--- src/rtl/fetch_unit.sv ---
// Instruction-fetch stage: owns the PC, drives a request/ready instruction memory
// port and feeds (PC+4, instruction, flush) to the IF/ID register.
module fetch_unit #(
    parameter logic [31:0] RESET_PC = 32'h0000_0000
) (
    input  logic        clk,
    input  logic        rst_n,
    input  logic        Hazard,
    input  logic        Redirect,
    input  logic [31:0] RedirectPC,
    output logic        imem_req,
    output logic [31:0] imem_addr,
    input  logic        imem_ready,
    input  logic [31:0] imem_rdata,
    output logic [31:0] PCOut,
    output logic [31:0] InstOut,
    output logic        IF_IDFlash
);

    localparam int unsigned XLEN = 32;

    typedef enum logic [1:0] {
        FETCH = 2'd0,
        HOLD  = 2'd1,
        DRAIN = 2'd2
    } state_t;

    state_t            state, state_nxt;
    logic [XLEN-1:0]   pc, pc_nxt;
    logic [XLEN-1:0]   inst_buf, inst_buf_nxt;
    logic [XLEN-1:0]   pend_pc, pend_pc_nxt;
    logic [XLEN-1:0]   redirect_al;
    logic [XLEN-1:0]   pc_inc;

    // Low address bits are dropped by masking so every input bit is consumed.
    assign redirect_al = RedirectPC & ~XLEN'(3);
    assign pc_inc      = pc + XLEN'(4);

    // State register with synchronous active-low reset.
    always_ff @(posedge clk) begin
        if (!rst_n) begin
            state    <= FETCH;
            pc       <= RESET_PC;
            inst_buf <= '0;
            pend_pc  <= '0;
        end else begin
            state    <= state_nxt;
            pc       <= pc_nxt;
            inst_buf <= inst_buf_nxt;
            pend_pc  <= pend_pc_nxt;
        end
    end

    // Next-state and output decode; outputs are forced to idle while in reset.
    always_comb begin
        state_nxt    = state;
        pc_nxt       = pc;
        inst_buf_nxt = inst_buf;
        pend_pc_nxt  = pend_pc;
        imem_req     = 1'b0;
        imem_addr    = '0;
        IF_IDFlash   = 1'b1;
        InstOut      = '0;
        PCOut        = pc_inc;

        case (state)
            FETCH: begin
                imem_req  = 1'b1;
                imem_addr = pc;
                if (imem_ready) begin
                    if (Redirect) begin
                        pc_nxt = redirect_al;
                    end else begin
                        IF_IDFlash = 1'b0;
                        InstOut    = imem_rdata;
                        if (Hazard) begin
                            inst_buf_nxt = imem_rdata;
                            state_nxt    = HOLD;
                        end else begin
                            pc_nxt = pc_inc;
                        end
                    end
                end else if (Redirect) begin
                    // Outstanding transfer must complete before the target is requested.
                    pend_pc_nxt = redirect_al;
                    state_nxt   = DRAIN;
                end
            end
            HOLD: begin
                if (Redirect) begin
                    pc_nxt    = redirect_al;
                    state_nxt = FETCH;
                end else begin
                    IF_IDFlash = 1'b0;
                    InstOut    = inst_buf;
                    if (!Hazard) begin
                        pc_nxt    = pc_inc;
                        state_nxt = FETCH;
                    end
                end
            end
            DRAIN: begin
                imem_req  = 1'b1;
                imem_addr = pc;
                if (Redirect) begin
                    pend_pc_nxt = redirect_al;
                end
                if (imem_ready) begin
                    pc_nxt    = Redirect ? redirect_al : pend_pc;
                    state_nxt = FETCH;
                end
            end
            default: begin
                state_nxt = FETCH;
            end
        endcase

        if (!rst_n) begin
            imem_req   = 1'b0;
            imem_addr  = '0;
            IF_IDFlash = 1'b1;
            InstOut    = '0;
            PCOut      = '0;
        end
    end

endmodule
--- config.mk ---
export PLATFORM = sky130hd
export DESIGN_NAME = fetch_unit
export DESIGN_NICKNAME = d
export VERILOG_FILES = /design/src/rtl/fetch_unit.sv
export SDC_FILE = /design/constraint.sdc
export NUM_CORES = 1
export LEC_CHECK = 0
export CAP_MARGIN = 20
export CORE_ASPECT_RATIO = 0.9
export CORE_MARGIN = 3
export CORE_UTILIZATION = 30
export CTS_CLUSTER_DIAMETER = 40
export DETAILED_ROUTE_END_ITERATION = 16
export GPL_TIMING_DRIVEN = 0
export SLEW_MARGIN = 20
export SYNTH_ARGS = -nofsm -noshare
export SYNTH_HDL_FRONTEND = slang
export SYNTH_SLANG_ARGS = --single-unit
--- constraint.sdc ---
create_clock -name clk -period 3.3 [get_ports clk]
set_clock_uncertainty 0.15 [all_clocks]
set_input_delay 0.33 -clock clk [delete_from_list [all_inputs] [get_ports clk]]
set_output_delay 0.33 -clock clk [all_outputs]
set_load 0.02 [all_outputs]
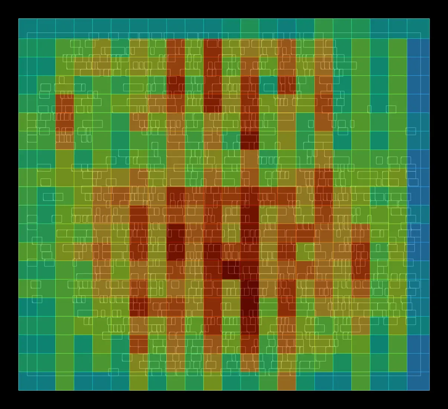
**Above:** routing congestion map.
GRT met2 Usage: 31.2%
final core occ: 44.0%

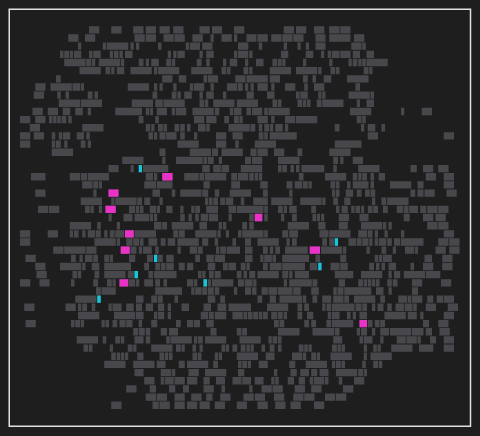
**Above:** logic cells by family.
(3 px per µm)
[cyan] inv cells | cells: 7 | most used: inv_1
[magenta] non-inverting ao/oa cells | cells: 9 | most used: o31a_1

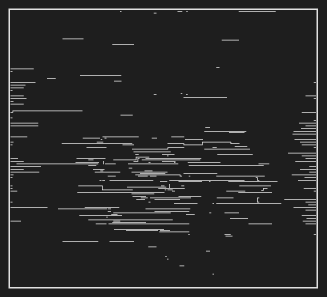
**Above:** the metal 3 layer.
(2 px per µm)
share of all routed wire: 8.4%
wire length on this layer: 1,950 µm
main direction: horizontal
nets with wire on the layer: 156
longest straight run: 43.2 µm

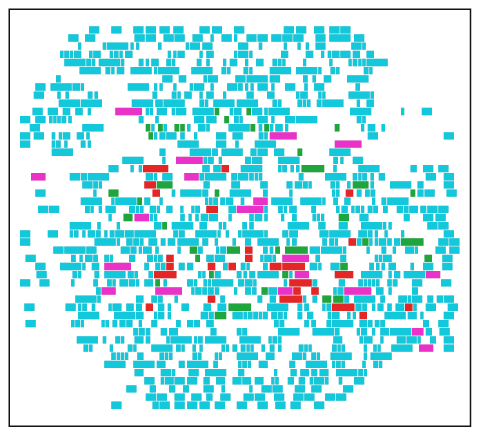
**Above:** sizing map.
(3 px per µm)
[cyan] _0 and _1 cells | cells: 931
[red] _3 and _4 cells | cells: 26
[green] _2 cells | cells: 39
[magenta] _6 and larger | cells: 19
P&R area growth vs syn: 40.8%
Non-clk bufs: 247
final std cell area, no fill: 0.00825 mm²
final worst setup slack: 0.0599 ns

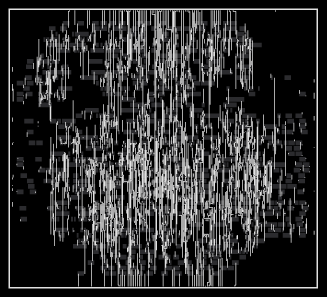
**Above:** M2 wires.
(2 px per µm)
nets with wire on the layer: 866
wire length on this layer: 9,960 µm
longest straight run: 46.4 µm
share of all routed wire: 43%
main direction: vertical
Vias: 6,765
Total Wirelength: 23,200 µm

==> qor.yml <==
global_route:
  grt_pass1_vias: 6322
  gr-total-overflow: 0
  antenna_found_initial: 0
  grt_pass1_wl_um: 35900
  grt_max_degree: 15
setup_path:
  worstSetupPathDepth: 6
  critPathTopFamily: "simple AND/OR/NAND/NOR gates"
  cp_max_fo: 6
  slowest_stage: "nor4_1"
  cp_cell_sequence: "ha_2 > nand4_1 > nor4_1 > xnor2_1 > nor2_1 > clkdlybuf4s50_1"
  r2r-end: "pc[7]"
  r2r_cells: 7
  r2r_slack_ns: 0.61
  cpPeakStageDelay_ns: 0.65
  r2r-start: "state[1]"
  worst_setup_path_start_kind: "flop"
  path_class: "reg -> out"
  crit_start: "pc[3]"
  critPathBufInv: 1
  critPathCapture: "PCOut[14]"
  critPathRequiredTime_ns: 2.82
finish:
  comb_share_pct: 43.3
  nets: 1081
  diodes: 0
  largest_class: "multi-input combinational cells"
  flops: 98
  num-multi-input-gates: 648
  inv_count: 7
  final_layout_size_suffix_gt1_share_pct: 8.28
  fillerInstances: 1956
  seqCellArea_mm2: 0.00197
  buf_share_pct: 25.5
  clockNetworkAreaShare_pct: 3.29
  sh_seq_area_pct: 23.9
  comb_area_mm2: 0.00357
  clock_buffers: 12
  final_common_cell: "nand2_1"
  lay_top_cells: "nand2_1, clkdlybuf4s50_1, dfxtp_1"
  final_cells: 1260
worst_hold_path:
  hold_start: "rst_n"
  min_path_cells: 3
  hold_path_class: "in -> reg"
  whs_endpoint: "pc[30]"
clock_tree:
  clock-sinks: 98
  clk_pin_slew_ns: 0.07
  clockRootBuffer: "clkbuf_16"
  clock_latency_ns: 0.36
  postCtsSetupBuffers: 6
  cts_buffers: 9
  ctsResizeCount: 13
  clock_path_buffers: 2
  cts_tree: "done"
  holdBufCountCts: 0
final_timing:
  fmax_ghz: 0.309
  whs_ns: 0.198
  hold_viol: 0
  finalSetupViolCount: 0
  rsz0062_at_grt: "yes"
  setup-tns-final_ns: 0
  final_max_slew_viol_count: 0
  worst_slew_pin_slew_ns: 0.899
pwr:
  swShare_pct: 30.4
  sequentialPower_w: 0.00130
  maxPowerGroup: "registers"
  leakagePower_nw: 2.90
  power_w: 0.00295
  internal_power_w: 0.00205
  p_per_area_mw_per_mm2: 357
  clockPowerShare_pct: 34.6
  power_frac_comb_pct: 21.4
  ir_worst_vdd_v: 0.000220
  powerComb_w: 0.000630
floorplan:
  fp.coreArea_mm2: 0.0188
  dieArea_mm2: 0.0212
  die_w_um: 153
  die_h_um: 139
  fp_util_pct: 31.2
  io_pins: 167
  fp-row-count: 47
routing:
  drc: 0
  ant_nets: 0
  routed_via_density: 5.37
  routedWlPerCell_um: 18.4
  detail_route.iter0.violations: 633
  first_pass_iters: 7
place:
  gp_congestion: 0.941
  io_buffers: 163
  dp.cells: 1233
  post_dp_cell_area_mm2: 0.00779
run:
  max_cap_violations: 0
synth:
  yosys_warnings: 0
  netlist_instances: 825
  synth_area_mm2: 0.00586
  flop_cell: "dfxtp_1"
  ys_area_mm2: 0.00586
  async_flop_share_pct: 0
  yosysCellCount: 825
  ys_types: 59
  yosys_register_bits: 98
run_status:
  status: "completed"
[layer usage]
metal,global-route usage [%],routed length [µm],part of all wire (%),vias to the layer above
met1,30.1,10500,45,3157
li1,-,-,-,3227
met2,31.2,9960,43,327
met4,7.41,758,3.3,0
met5,0,0,0,-
met3,4.84,1950,8.4,54
[cells by family after synthesis]
logic type / count (synthesis) / synth area share (%)
and+or+nand+nor: 425 / 35.2
AOI/OAI and AO/OA: 191 / 19.7
DFF: 98 / 33.5
buffers and inverters: 79 / 6.67
xor gates and xnor gates: 28 / 4.19
muxes: 3 / 0.534
adders and majority gates: 1 / 0.214
[synthesized netlist by cell type, types with 2 or more instances]
library cell,n,area [µm²]
nor2_1,90,338
nand2b_1,6,37.5
nand4b_1,2,17.5
nor3_1,20,100
and2_1,36,225
clkbuf_1,52,195
clkbuf_8,7,96.3
a22oi_1,35,263
nand2_1,178,668
or4_1,7,52.6
dfxtp_1,98,1960
nor3b_1,7,52.6
and4_1,2,17.5
buf_1,3,11.3
and3_2,2,15.0
o31a_1,3,26.3
nor4_1,7,43.8
nor4_4,3,63.8
o21ai_0,29,145
buf_2,7,35.0
nor2b_1,2,12.5
o22ai_1,5,31.3
nand4_2,2,25.0
a221oi_1,2,17.5
nand4_1,18,113
a31oi_1,5,31.3
inv_1,7,26.3
o211ai_1,6,45.0
nand3_1,22,110
and3_1,9,56.3
nand3b_1,2,15.0
a211oi_1,6,45.0
a221o_1,2,20.0
xnor2_1,11,96.3
xor2_1,17,149
mux2i_1,2,20.0
a21oi_1,90,450
o32ai_1,2,17.5
[registers in the layout, summed over array words and instances (netlist names)]
signal and flops:
inst_buf 32, pc 32, pend_pc 32, state 2
Power and IR drop assume default switching activity.
